[src/rtl/swan64_word_loader.sv]
// swan64_word_loader
// Collects a 6-word frame (4 key words, 2 block words) from a 32-bit
// valid/ready stream, launches a SWAN64K128 encryption or decryption core
// with a one-cycle start pulse, captures the 64-bit result and returns it
// as two 32-bit words on a downstream valid/ready stream.
// Optional feature macro: SWAN_LOADER_TIMEOUT_EN adds a sticky err output
// and an 8-bit watchdog that abandons a core run after 255 WAIT cycles.
// Key and block buses use ascending bit numbering: index 0 is the MSB.
module swan64_word_loader (
    input  logic         clk,
    input  logic         rst,
    input  logic         s_valid,
    output logic         s_ready,
    input  logic [31:0]  s_data,
    output logic         core_start,
    output logic [0:127] core_key,
    output logic [0:63]  core_inp,
    input  logic         core_ready,
    input  logic [0:63]  core_out,
    output logic         m_valid,
    input  logic         m_ready,
    output logic [31:0]  m_data
`ifdef SWAN_LOADER_TIMEOUT_EN
    ,
    output logic         err
`endif
);

    typedef enum logic [2:0] {
        LOAD  = 3'd0,
        START = 3'd1,
        WAIT  = 3'd2,
        OUT0  = 3'd3,
        OUT1  = 3'd4
    } state_t;

    state_t      state_r;
    logic [2:0]  cnt_r;
    logic [0:63] result_r;
`ifdef SWAN_LOADER_TIMEOUT_EN
    logic [7:0]  tcnt_r;
`endif

    // Frame FSM: all handshake, core-control and output registers advance here.
    always_ff @(posedge clk or negedge rst) begin
        if (!rst) begin
            state_r    <= LOAD;
            cnt_r      <= 3'd0;
            s_ready    <= 1'b0;
            core_start <= 1'b0;
            core_key   <= 128'd0;
            core_inp   <= 64'd0;
            result_r   <= 64'd0;
            m_valid    <= 1'b0;
            m_data     <= 32'd0;
`ifdef SWAN_LOADER_TIMEOUT_EN
            tcnt_r     <= 8'd0;
            err        <= 1'b0;
`endif
        end else begin
            case (state_r)
                LOAD: begin
                    if (s_valid && s_ready) begin
                        case (cnt_r)
                            3'd0:    core_key[0:31]   <= s_data;
                            3'd1:    core_key[32:63]  <= s_data;
                            3'd2:    core_key[64:95]  <= s_data;
                            3'd3:    core_key[96:127] <= s_data;
                            3'd4:    core_inp[0:31]   <= s_data;
                            3'd5:    core_inp[32:63]  <= s_data;
                            default: core_inp         <= core_inp;
                        endcase
                        if (cnt_r == 3'd5) begin
                            // Last word: close the frame and start the core next cycle.
                            cnt_r      <= 3'd0;
                            s_ready    <= 1'b0;
                            core_start <= 1'b1;
                            state_r    <= START;
                        end else begin
                            cnt_r   <= cnt_r + 3'd1;
                            s_ready <= 1'b1;
                        end
                    end else begin
                        s_ready <= 1'b1;
                    end
                end
                START: begin
                    core_start <= 1'b0;
                    state_r    <= WAIT;
`ifdef SWAN_LOADER_TIMEOUT_EN
                    tcnt_r     <= 8'd0;
`endif
                end
                WAIT: begin
                    if (core_ready) begin
                        // First result word goes straight out so m_valid rises next cycle.
                        result_r <= core_out;
                        m_data   <= core_out[0:31];
                        m_valid  <= 1'b1;
                        state_r  <= OUT0;
                    end else begin
`ifdef SWAN_LOADER_TIMEOUT_EN
                        if (tcnt_r == 8'd254) begin
                            // 255th silent cycle: give up on this frame.
                            err     <= 1'b1;
                            tcnt_r  <= 8'd0;
                            s_ready <= 1'b1;
                            state_r <= LOAD;
                        end else begin
                            tcnt_r <= tcnt_r + 8'd1;
                        end
`else
                        state_r <= WAIT;
`endif
                    end
                end
                OUT0: begin
                    if (m_ready) begin
                        m_data  <= result_r[32:63];
                        state_r <= OUT1;
                    end else begin
                        m_data <= result_r[0:31];
                    end
                end
                OUT1: begin
                    if (m_ready) begin
                        m_valid <= 1'b0;
                        s_ready <= 1'b1;
                        state_r <= LOAD;
                    end else begin
                        m_valid <= 1'b1;
                    end
                end
                default: begin
                    state_r    <= LOAD;
                    cnt_r      <= 3'd0;
                    s_ready    <= 1'b0;
                    core_start <= 1'b0;
                    m_valid    <= 1'b0;
                end
            endcase
        end
    end

endmodule

[config.mk]
export PLATFORM = sky130hd
export DESIGN_NAME = swan64_word_loader
export DESIGN_NICKNAME = d
export VERILOG_FILES = /design/src/rtl/swan64_word_loader.sv
export SDC_FILE = /design/constraint.sdc
export NUM_CORES = 1
export LEC_CHECK = 0
export CORE_MARGIN = 5
export CORE_UTILIZATION = 38
export CTS_CLUSTER_DIAMETER = 40
export CTS_CLUSTER_SIZE = 25
export DETAILED_ROUTE_END_ITERATION = 8
export GPL_ROUTABILITY_DRIVEN = 0
export GPL_TIMING_DRIVEN = 0
export PLACE_DENSITY = 0.68
export SLEW_MARGIN = 20
export SYNTH_ARGS = -nofsm -noshare
export SYNTH_HDL_FRONTEND = slang
export SYNTH_SLANG_ARGS = --single-unit
[constraint.sdc]
create_clock -name clk -period 1.85 [get_ports clk]
set_input_delay 0.2775 -clock clk [delete_from_list [all_inputs] [get_ports clk]]
set_output_delay 0.2775 -clock clk [all_outputs]
set_load 0.02 [all_outputs]
Run 1, routed metal, one color a layer:
Bar = 50 um.
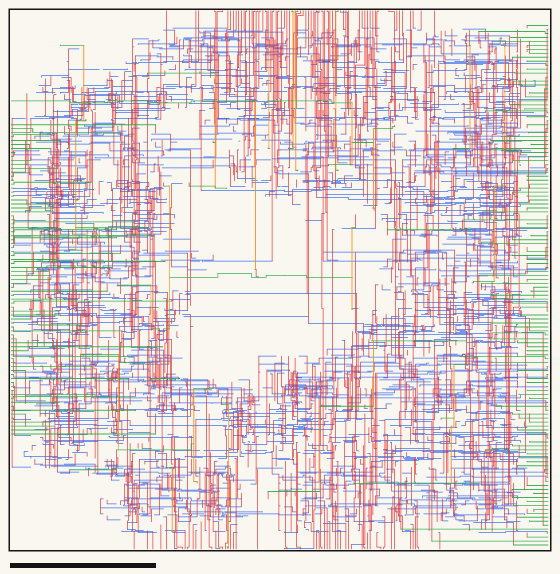
Key: blue = M1 [wire length 13600 um]; orange = M4 [wire length 841 um]; green = M3 [wire length 3080 um]; red = M2 [wire length 15600 um]

Run 1, gate families picked out:
Bar = 50 um.
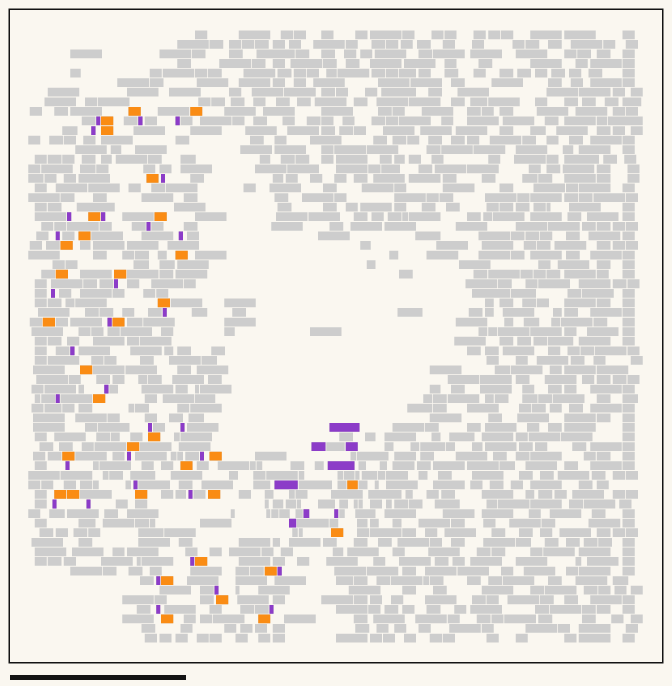
Key: orange = non-inverting ao/oa cells [cells 34, most used a221o_1]; purple = nor cells [cells 40, most used nor2_1]

==> flow_summary_export.csv, run 1 <==
group,metric,value,unit
status,status,"complete, no violations",
critical_path,cp.required,2.25,ns
floorplanning,core.rowCount,64,
floorplanning,n_tap_cell,396,
sta,clock_skew,0.009771,ns
synthesis,synth.most_common_cell,"dfrtp_1",
cts,clock_latency,0.52,ns
synthesis,simple_gate_share,2.843,%
synthesis,synth_cell_type_count,38,
power,p_comb,12700,uW
synthesis,synth.top_cell.area_share,63.72,%
synthesis,ys_top_logic_family,"multiplexers",
cts,cts_buffer_depth,3,
cts,cts.clk_slew.worst_paths,0.06,ns
synthesis,ys_sh_xor,0,%
drt,wl_met2,15610,um
layout,combGateArea,4039,um^2
sta,finalClockPeriodUsage,99.47,%
synthesis,edf_count,0,
critical_path,reg2reg_slack,0.01,ns
critical_path,cp-endpoint,"core_inp[30]",
layout,design_area,17520,um^2
grt,grt_pass1_vias,8381,
sta,setup_tns,0,ns
drt,vias,7844,
critical_path,slowest_stage,"nor4b_4",
sta,hold_slack,0.2597,ns
critical_path,max_stage_delay,0.44,ns
layout,utilization,57.57,%
power,combPwrFrac,40.2,%
critical_path,cp-start-kind,"flip-flop",
critical_path,worst-path-stages,6,
sta,setup_viol,0,
synthesis,ys_ff,297,
layout,fillCellCount,2471,
cts,clock-root-buffer,"clkbuf_16",
synthesis,synthMuxAreaShare,27.63,%
grt,grt_start_max_net_pins,97,
place,pre_cts_slack,-0.3653,ns
sta,clock.fmax,543.4,MHz
power,power.density,1808,nW/um^2
place,port_buffers,326,
grt,grt_pass1_wl,50030,um
drt,drc_errors,0,
floorplanning,ioPinCount,328,
Run 1, cell density map:
The die is cut into 19 by 19 equal tiles; dark blue is low, red is high, 0 to 100% covered.
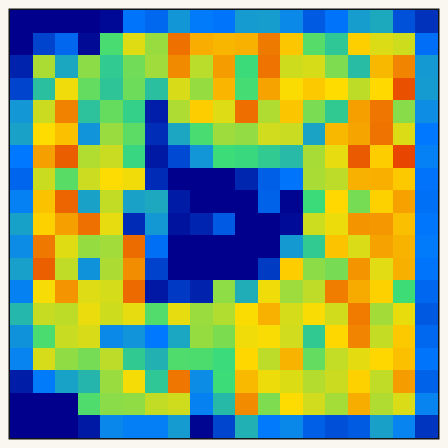
The mean over all tiles is 50%. 8.9% of the tiles are nearly empty. 21% of the tiles are over 75% full. The fullest tile reaches 92%.

Run 1, clock wires, drivers and flops:
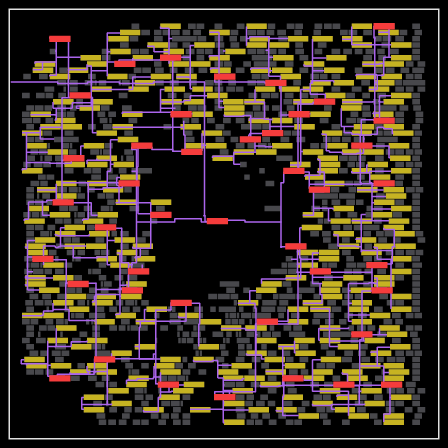

==> run 1 -> run 2 <==
--- a/config.mk
+++ b/config.mk
@@ -5,14 +5,15 @@
 export SDC_FILE = /design/constraint.sdc
 export NUM_CORES = 1
 export LEC_CHECK = 0
+export CAP_MARGIN = 10
 export CORE_MARGIN = 5
-export CORE_UTILIZATION = 38
+export CORE_UTILIZATION = 43
 export CTS_CLUSTER_DIAMETER = 40
 export CTS_CLUSTER_SIZE = 25
 export DETAILED_ROUTE_END_ITERATION = 8
 export GPL_ROUTABILITY_DRIVEN = 0
 export GPL_TIMING_DRIVEN = 0
-export PLACE_DENSITY = 0.68
+export PLACE_DENSITY = 0.76
 export SLEW_MARGIN = 20
 export SYNTH_ARGS = -nofsm -noshare
 export SYNTH_HDL_FRONTEND = slang
Run 2, clock wires, drivers and flops:
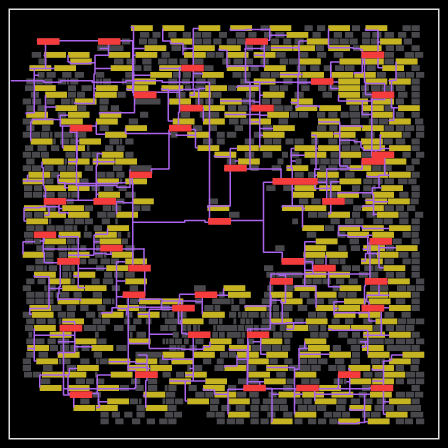
Key: purple = clock wires [length 3770 um]; yellow = flip-flops [count 297]; red = clock-net drivers [count 44]
Position of the flops: spread over the die. There are 45 routed clock nets.

==> run 2 against run 1 <==
Global-route usage is 2.0 points higher. Sequential power hardly changed. First-iteration DRC count is 67% higher. Power is 0.22% higher. Non-clock buffer count is 7 lower. Wire length is 3.5% lower. Design area is 1.8% lower. Utilization is 6.6 points higher. Flip-flop count stayed put.
==> flow_summary_export.csv, run 2 <==
group,metric,value,unit
synthesis,synth_seq_share,63.72,%
layout,largest_reg_flops,128,
drt,wl_met2,15370,um
floorplanning,n_tap_cell,341,
critical_path,reg2reg_slack,0.05,ns
synthesis,edf_count,0,
floorplanning,ioPinCount,328,
synthesis,simple_gate_share,2.843,%
layout,buf_share,22.29,%
synthesis,ys_ff,297,
power,p_comb,12600,uW
sta,setup_viol,0,
floorplanning,core.rowCount,60,
cts,cts_buffer_depth,3,
critical_path,cp-endpoint,"core_key[65]",
cts,numCtsBuffers,44,
layout,design_area,17210,um^2
cts,cts.clk_slew.worst_paths,0.05,ns
sta,slew_headroom,46.74,%
grt,grt_start_max_net_pins,88,
layout,fillCellCount,1962,
critical_path,cp-start-kind,"flip-flop",
grt,grt_pass1_vias,8379,
cts,cts_sinks,297,
drt,drc_errors,0,
sta,hold_slack,0.3171,ns
cts,clock_latency,0.51,ns
critical_path,max_stage_delay,0.37,ns
cts,cts_resized,37,
layout,dominant_cells,"registers",
grt,grt_pass1_wl,50130,um
grt,met3_usage,7.767,%
critical_path,slowest_stage,"dfrtp_1",
synthesis,synth.most_common_cell,"dfrtp_1",
place,pre_cts_slack,-0.4102,ns
sta,clock.fmax,556.2,MHz
critical_path,worst-path-stages,6,
sta,finalClockPeriodUsage,97.19,%
sta,clock_skew,0.01467,ns
status,status,"complete, no violations",
drt,vias,7746,
layout,combGateArea,4028,um^2
critical_path,cp.required,2.24,ns
synthesis,ys_sh_xor,0,%
layout,utilization,64.22,%
power,combPwrFrac,39.8,%
place,port_buffers,326,
synthesis,synth.top_cell.area_share,63.72,%
power,power.density,1845,nW/um^2
Power is estimated from default activity; no workload was simulated.
